Fig. 1: run 1, cells colored by class
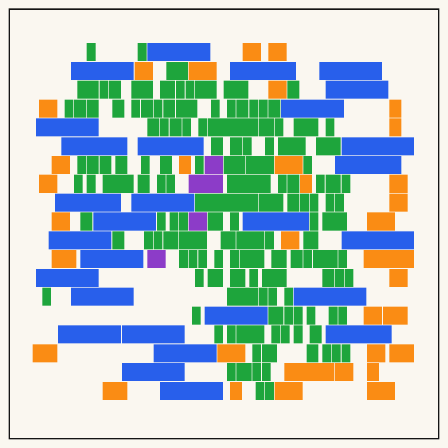
Fig. 2: run 1, placement view
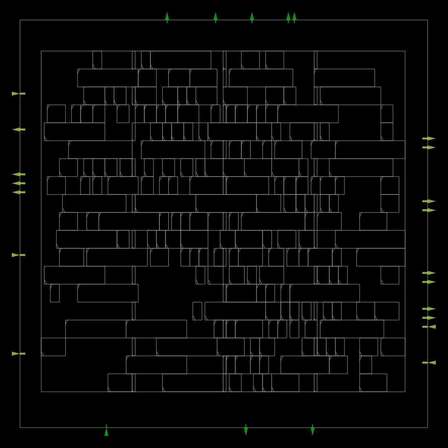
Fig. 3: run 1, the metal 3 layer
Scale bar: 20 um.
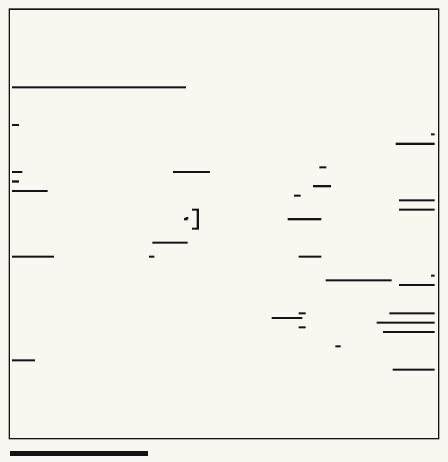
## config.mk

```make
export PLATFORM = sky130hd
export DESIGN_NAME = ripple_count_monitor
export DESIGN_NICKNAME = d
export VERILOG_FILES = /design/src/rtl/ripple_count_monitor.sv
export SDC_FILE = /design/constraint.sdc
export NUM_CORES = 1
export LEC_CHECK = 0
export ABC_AREA = 1
export CAP_MARGIN = 15
export CORE_MARGIN = 3
export CORE_UTILIZATION = 47
export CTS_CLUSTER_DIAMETER = 60
export DETAILED_ROUTE_END_ITERATION = 8
export GPL_TIMING_DRIVEN = 0
export PLACE_DENSITY = 0.75
export SLEW_MARGIN = 20
export SYNTH_ARGS = -nofsm -noshare
export SYNTH_HDL_FRONTEND = slang
export SYNTH_SLANG_ARGS = --single-unit
```

## constraint.sdc

```tcl
create_clock -name clk -period 1.6 [get_ports clk]
set_clock_uncertainty 0.2 [all_clocks]
set_input_delay 0.24 -clock clk [delete_from_list [all_inputs] [get_ports clk]]
set_output_delay 0.24 -clock clk [all_outputs]
set_load 0.1 [all_outputs]
```

## src/rtl/ripple_count_monitor.sv

```systemverilog
// ripple_count_monitor
//   Consumer of a free-running asynchronous (ripple) counter.
//   The raw counter value is brought into the clk domain through a
//   two-flop synchronizer. A value is accepted only once STABLE_N
//   consecutive synchronized samples agree, so ripple intermediates
//   are filtered out. Each accepted change is checked as a single
//   step in the DIR direction. Wrap-arounds are counted into wrap_cnt.
//   Any other jump raises a sticky error.
//
//   Optional feature macro: RCM_AUTORESYNC_EN
//     defined   : ERR re-locks onto the next settled value (err stays set)
//     undefined : ERR is held until clr or reset
//
// Ports
//   clk        system clock, rising edge
//   reset      asynchronous active-low reset
//   q_in       raw ripple counter output (asynchronous to clk)
//   clr        synchronous clear back to INIT (synchronizer untouched)
//   count_out  last accepted count value
//   full_count {wrap_cnt, count_out}
//   step_valid one-cycle pulse per accepted legal step
//   wrap_pulse one-cycle pulse when a step crosses the wrap boundary
//   err        sticky illegal-jump flag
//   state      0 INIT, 1 TRACK, 2 ERR
module ripple_count_monitor #(
   parameter int CNT_W    = 3,
   parameter int EXT_W    = 8,
   parameter int STABLE_N = 2,
   parameter bit DIR      = 1'b0
) (
   input  logic                   clk,
   input  logic                   reset,
   input  logic [CNT_W-1:0]       q_in,
   input  logic                   clr,
   output logic [CNT_W-1:0]       count_out,
   output logic [EXT_W+CNT_W-1:0] full_count,
   output logic                   step_valid,
   output logic                   wrap_pulse,
   output logic                   err,
   output logic [1:0]             state
);

   typedef enum logic [1:0] {
      S_INIT  = 2'd0,
      S_TRACK = 2'd1,
      S_ERR   = 2'd2
   } state_t;

   // ---------------------------------------------------------------
   // Synchronizer and settle window
   // ---------------------------------------------------------------
   logic [CNT_W-1:0]                 s1, s2;
   // The settle window is s2 plus the STABLE_N-1 older s2 samples.
   logic [STABLE_N-2:0][CNT_W-1:0]   hist;
   // One valid bit per pipeline slot (s1, s2, hist...). Without it the
   // all-zero reset contents would look settled and INIT would lock onto
   // a value that never came from the counter.
   logic [STABLE_N:0]                vld_pipe;
   logic                             same;
   logic                             settled;

   always_ff @(posedge clk or negedge reset) begin
      if (!reset) begin
         s1       <= '0;
         s2       <= '0;
         hist     <= '0;
         vld_pipe <= '0;
      end else begin
         s1       <= q_in;
         s2       <= s1;
         hist[0]  <= s2;
         for (int i = 1; i < STABLE_N-1; i++) hist[i] <= hist[i-1];
         vld_pipe <= {vld_pipe[STABLE_N-1:0], 1'b1};
      end
   end

   always_comb begin
      same = 1'b1;
      for (int i = 0; i < STABLE_N-1; i++)
         if (hist[i] != s2) same = 1'b0;
   end

   assign settled = same && (&vld_pipe[STABLE_N:1]);

   // ---------------------------------------------------------------
   // Step checker FSM
   // ---------------------------------------------------------------
   state_t           state_q, state_nx;
   logic [EXT_W-1:0] wrap_cnt, wrap_nx;
   logic [CNT_W-1:0] count_nx, step_tgt;
   logic             err_nx, step_nx, wpulse_nx, wrap_step;

   assign step_tgt  = DIR ? (count_out + CNT_W'(1)) : (count_out - CNT_W'(1));
   // A legal step out of this value crosses the wrap boundary.
   assign wrap_step = DIR ? (count_out == '1) : (count_out == '0);

   always_comb begin
      state_nx  = state_q;
      count_nx  = count_out;
      wrap_nx   = wrap_cnt;
      err_nx    = err;
      step_nx   = 1'b0;
      wpulse_nx = 1'b0;
      if (clr) begin
         // clr outranks any step arriving on the same edge
         state_nx = S_INIT;
         count_nx = '0;
         wrap_nx  = '0;
         err_nx   = 1'b0;
      end else begin
         case (state_q)
            S_INIT: begin
               if (settled) begin
                  count_nx = s2;
                  state_nx = S_TRACK;
               end
            end
            S_TRACK: begin
               if (settled && (s2 != count_out)) begin
                  if (s2 == step_tgt) begin
                     count_nx = s2;
                     step_nx  = 1'b1;
                     if (wrap_step) begin
                        wpulse_nx = 1'b1;
                        wrap_nx   = wrap_cnt + EXT_W'(1);
                     end
                  end else begin
                     err_nx   = 1'b1;
                     state_nx = S_ERR;
                  end
               end
            end
            S_ERR: begin
`ifdef RCM_AUTORESYNC_EN
               // Re-lock silently; err stays set as a record of the event.
               if (settled) begin
                  count_nx = s2;
                  state_nx = S_TRACK;
               end
`endif
            end
            default: state_nx = S_INIT;
         endcase
      end
   end

   always_ff @(posedge clk or negedge reset) begin
      if (!reset) begin
         state_q    <= S_INIT;
         count_out  <= '0;
         wrap_cnt   <= '0;
         err        <= 1'b0;
         step_valid <= 1'b0;
         wrap_pulse <= 1'b0;
      end else begin
         state_q    <= state_nx;
         count_out  <= count_nx;
         wrap_cnt   <= wrap_nx;
         err        <= err_nx;
         step_valid <= step_nx;
         wrap_pulse <= wpulse_nx;
      end
   end

   assign full_count = {wrap_cnt, count_out};
   assign state      = state_q;

endmodule

```

==> out/metrics.csv, run 1 <==
metric;value;unit
status;finished with violations;
failing checks;setup timing;
Slowest cell on crit path;dfrtp_4;
Max Freq;541.7;MHz
Post-CTS Setup Bufs;3;
met1 GRT Util;21.15;%
grt total ovfl;0;
met1 WL;1302;um
area share of the largest cell type after synthesis;47.82;%
synthesized area per cell;8.469;um2
Worst Hold Path EP;s1[0];
cell total after placement;228;
CP top delay family;simple AND/OR/NAND/NOR gates;
final setup fails;19;
die width;61.84;um
FP Core Util;51.36;%
drt initial violations;47;
CTS tree;built;
Cell Chain, Critical Path;inv_4 -> ha_4 -> nand2_2 -> nand2_2 -> nor2_4 -> nand2_4 -> nor2_4 -> inv_2 -> nor2_8 -> nand3_1 -> nand2_1;
Clock net power;351;uW
antenna violations before repair;0;
detailed placement HPWL;2132;um
maximum VDD drop;0.0006215;V
Max Slew Vio Count;0;
Comb. pwr;1230;uW
Synth Cell Area;0.001465;mm2
min-delay src;q_in[0];
area grow syn2layout;27.84;%
post-route minimum period;1.846;ns
WL/cell;12.62;um
Log Warnings;30;
Comb area;678.2;um2
vias in the first global route;1208;
Fin Hold WS;0.1346;ns
nonclk inv count;25;
Clock-cell share;1.937;%
final worst setup slack;-0.2461;ns
Int Pwr;1300;uW
Rel. slew slack;59.34;%
Resized Gates After CTS;123;
met2 GRT Util;30.34;%
Simple Share, Synth;36.29;%
# fillers;234;
#FFs+latches synth;28;
PD cells;1295;mW/mm2
WP data required;1.67;ns
power share of the clock group;14.5;%
drt via density;5.215;
Top power group;combinational cells;
Fin Setup TNS;-3.483;ns
sequential share of cell area;38.48;%
syn nets;182;
bufs w/o clock;34;
RSZ-0062 raised after global routing;true;
final instance area;0.001873;mm2
mux frac, synth;0;%
yosys adder share;2.562;%
hold path cells;1;
CP Buf/Inv Count;2;
die area;0.003824;mm2
GP Congestion;0.7959;
CP max stage delay;0.55;ns
Back to the opening pictures, Fig. 1:
purple -> clock drivers and dummy loads  # cells 4, share of their area 2.0%
orange -> other buffers and delay cells  # cells 34, share of their area 16%
green -> all other logic  # cells 140, share of their area 42%
blue -> flops  # cells 28, share of their area 39%

Back to the opening pictures, Fig. 2:
Tap Cells: 31
seq_cells: 28
final core occ: 65.66%

Back to the opening pictures, Fig. 3:
main direction = horizontal
wire length on this layer = 129 um
share of all routed wire = 4.3%
nets with wire on the layer = 25
longest straight run = 24.8 um
global routing usage on met3: 3.512%
total number of vias: 1236
final wirelength: 2990 um

==> run 2, diff against run 1 <==
--- a/config.mk
+++ b/config.mk
@@ -6,13 +6,14 @@
 export NUM_CORES = 1
 export LEC_CHECK = 0
 export ABC_AREA = 1
+export ABC_CLOCK_PERIOD_IN_PS = 1600
 export CAP_MARGIN = 15
 export CORE_MARGIN = 3
 export CORE_UTILIZATION = 47
-export CTS_CLUSTER_DIAMETER = 60
 export DETAILED_ROUTE_END_ITERATION = 8
 export GPL_TIMING_DRIVEN = 0
 export PLACE_DENSITY = 0.75
+export SKIP_CTS_REPAIR_TIMING = 1
 export SLEW_MARGIN = 20
 export SYNTH_ARGS = -nofsm -noshare
 export SYNTH_HDL_FRONTEND = slang
==> run 2 against run 1 <==
Net effect:
- the flow still finishes with violations (setup timing)
- die area stayed put
- worst setup slack worse by 0.047 ns
- sequential share of layout area is 0.18 points lower
- non-clock buffer count is 1 lower
- clock power hardly changed
- core utilization is 0.31 points higher
- sequential power hardly changed
- combinational power hardly changed
- cell count is 0.42% lower
- design area is 0.47% higher
- wire length is 0.94% higher
- area after synthesis stayed put
- critical path type unchanged
- largest power group unchanged
==> out/metrics.csv, run 2 <==
metric;value;unit
status;finished with violations;
failing checks;setup timing;
Synth Cell Area;0.001465;mm2
# fillers;233;
Max Slew Vio Count;0;
drt initial violations;65;
mux frac, synth;0;%
nonclk inv count;25;
Simple Share, Synth;36.29;%
CP top delay family;simple AND/OR/NAND/NOR gates;
Fin Setup TNS;-3.864;ns
syn nets;182;
final setup fails;19;
maximum VDD drop;0.0006500;V
hold path cells;1;
post-route minimum period;1.893;ns
CP max stage delay;0.49;ns
WL/cell;12.79;um
met2 GRT Util;29.60;%
Clock net power;353;uW
Log Warnings;29;
GP Congestion;0.7959;
CP Buf/Inv Count;4;
final worst setup slack;-0.2929;ns
FP Core Util;51.36;%
vias in the first global route;1179;
RSZ-0062 raised after global routing;true;
Rel. slew slack;59.34;%
met1 WL;1316;um
min-delay src;q_in[0];
yosys adder share;2.562;%
Slowest cell on crit path;dfrtp_4;
cell total after placement;228;
CTS tree;built;
antenna violations before repair;0;
final instance area;0.001882;mm2
final wirelength;3018;um
Cell Chain, Critical Path;inv_4 -> ha_4 -> inv_2 -> nand2_1 -> nand2_2 -> nor2_4 -> nand2_4 -> buf_4 -> nand3_4 -> nand2_2 -> inv_2 -> nand3_1 -> nand2_1;
met1 GRT Util;21.02;%
Top power group;combinational cells;
Fig. 4: run 2, cells colored by class
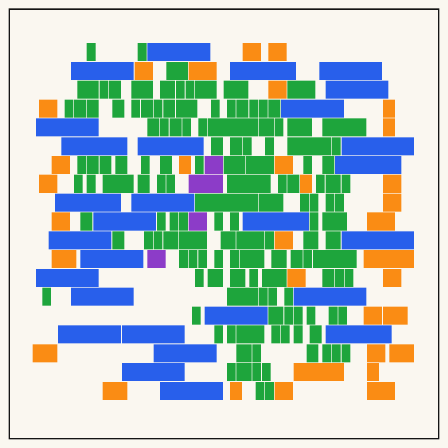
purple -> clock drivers and dummy loads  # cells 4, share of their area 2.0%
blue -> flops  # cells 28, share of their area 39%
orange -> other buffers and delay cells  # cells 33, share of their area 15%
green -> all other logic  # cells 140, share of their area 44%

Fig. 5: run 2, sequential cells grouped by signal name
Scale bar: 20 um. Other sequential cells in the stronger gray, the rest of the logic in the fainter gray.
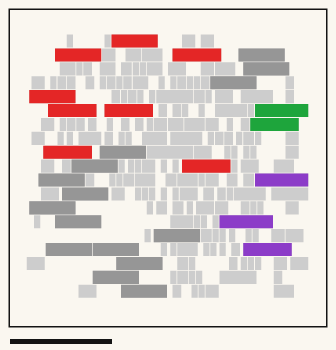
green -> `state`  # flops 2
red -> `wrap_cnt`  # flops 8
purple -> `count_out`  # flops 3
final core occ: 65.96%
power in sequential cells: 846 uW
sequential share of cell area: 38.30%

==> run 3, diff against run 2 <==
--- a/config.mk
+++ b/config.mk
@@ -8,6 +8,7 @@
 export ABC_AREA = 1
 export ABC_CLOCK_PERIOD_IN_PS = 1600
 export CAP_MARGIN = 15
+export CORE_ASPECT_RATIO = 1.25
 export CORE_MARGIN = 3
 export CORE_UTILIZATION = 47
 export DETAILED_ROUTE_END_ITERATION = 8
==> run 3 against run 2 <==
Net effect:
- the run still ends with setup timing left
- register-to-register slack barely moved
- synthesized cell count unchanged
- via count up 0.49%
- sequential share of layout area decreased by 2.1 points
- largest power group unchanged
==> out/metrics.csv, run 3 <==
metric;value;unit
WP data required;1.68;ns
final worst setup slack;-0.2808;ns
grt total ovfl;0;
met1 GRT Util;20.73;%
detailed placement HPWL;2112;um
Simple Share, Synth;36.29;%
Log Warnings;29;
Worst Hold Path EP;s1[0];
CP Buf/Inv Count;3;
CTS tree;built;
cell total after placement;233;
WL/cell;12.24;um
Slowest cell on crit path;dfrtp_4;
Clock-cell share;2.642;%
DR WL met2;1530;um
Int Pwr;1480;uW
Crit. End Element;register;
Synth top cell by count;nand2_1;
met1 WL;1258;um
power share of the clock group;17.8;%
multi-input combinational area share;37.11;%
Async SR Flop Fraction;100.0;%
die area;0.003828;mm2
drt via density;4.996;
total number of vias;1219;
min-delay src;q_in[0];
sequential area share after synthesis;47.82;%
P_sw;1166;uW
met2 GRT Util;29.14;%
Max Freq;531.7;MHz
yosys adder share;2.562;%
max_cap viols;0;
synthesized area per cell;8.469;um2
CP top delay family;simple AND/OR/NAND/NOR gates;
Top power group;combinational cells;
syn nets;182;
area share of the largest cell type after synthesis;47.82;%
Rel. slew slack;58.79;%
status;finished with violations;
area grow syn2layout;35.78;%
CP max stage delay;0.54;ns
hold path cells;1;
post-route minimum period;1.881;ns
Clock net power;471;uW
final setup fails;20;
Comb area;738.2;um2
Comb. pwr;1330;uW
GP Congestion;0.8067;
power in sequential cells;846;uW
antenna violations before repair;0;
Yosys chip area;0.001465;mm2
mux frac, synth;0;%
Core Rows;22;
RSZ-0062 raised after global routing;true;
Synth Flop Type;dfrtp_1;
failing checks;setup timing;
PD cells;1330;mW/mm2
bufs w/o clock;36;
drt initial violations;22;
vias in the first global route;1206;
clk buf depth;2;
seq_cells;28;
nonclk inv count;25;
top cells by area;dfrtp_1 (48%), nand2_1 (11%), nand3_1 (8.9%);
Fin Setup TNS;-3.999;ns
Synth Cell Area;0.001465;mm2
Reg-to-Reg End;count_out[0];
Tot GR Track Use;16.56;%
# fillers;258;
max layer used;met4;
maximum VDD drop;0.001032;V
Cell Chain, Critical Path;inv_4 -> ha_4 -> nand2_2 -> nand2_2 -> nor2_4 -> nand2_4 -> buf_4 -> nand3_4 -> nand2_2 -> inv_2 -> nand3_2 -> nand2_1;
global routing usage on met3;1.887;%
FP Core Util;49.28;%
type of the worst setup path;register to register;
final wirelength;2986;um
die width;55.94;um
final instance area;0.001989;mm2
Fin Hold WS;0.1251;ns
#FFs+latches synth;28;
Max Slew Vio Count;0;
Root Buffer;clkbuf_4;
Fig. 6: run 3, the metal 3 layer
Scale bar: 20 um.
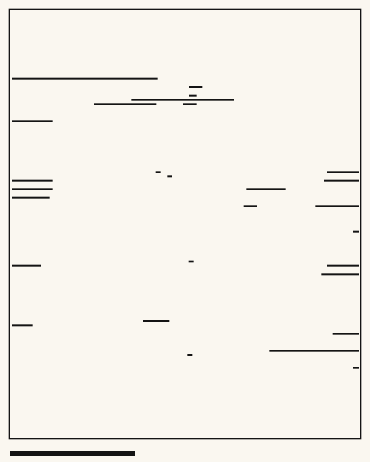
share of all routed wire = 4.8%
longest straight run = 23.0 um
main direction = horizontal
nets with wire on the layer = 24
wire length on this layer = 144 um

Fig. 7: run 3, placement view
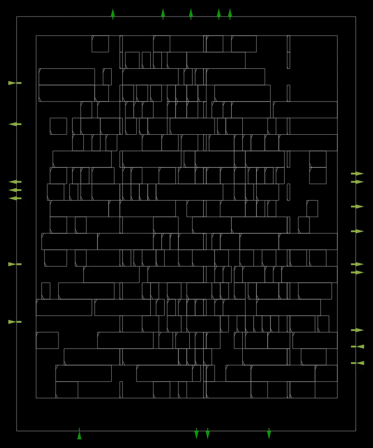
final core occ: 66.92%
sequential share of cell area: 36.23%
Core Box Area: 0.002973 mm2
Tap Cells: 36

Power figures rest on the tool's default switching activity, not on a simulated workload.
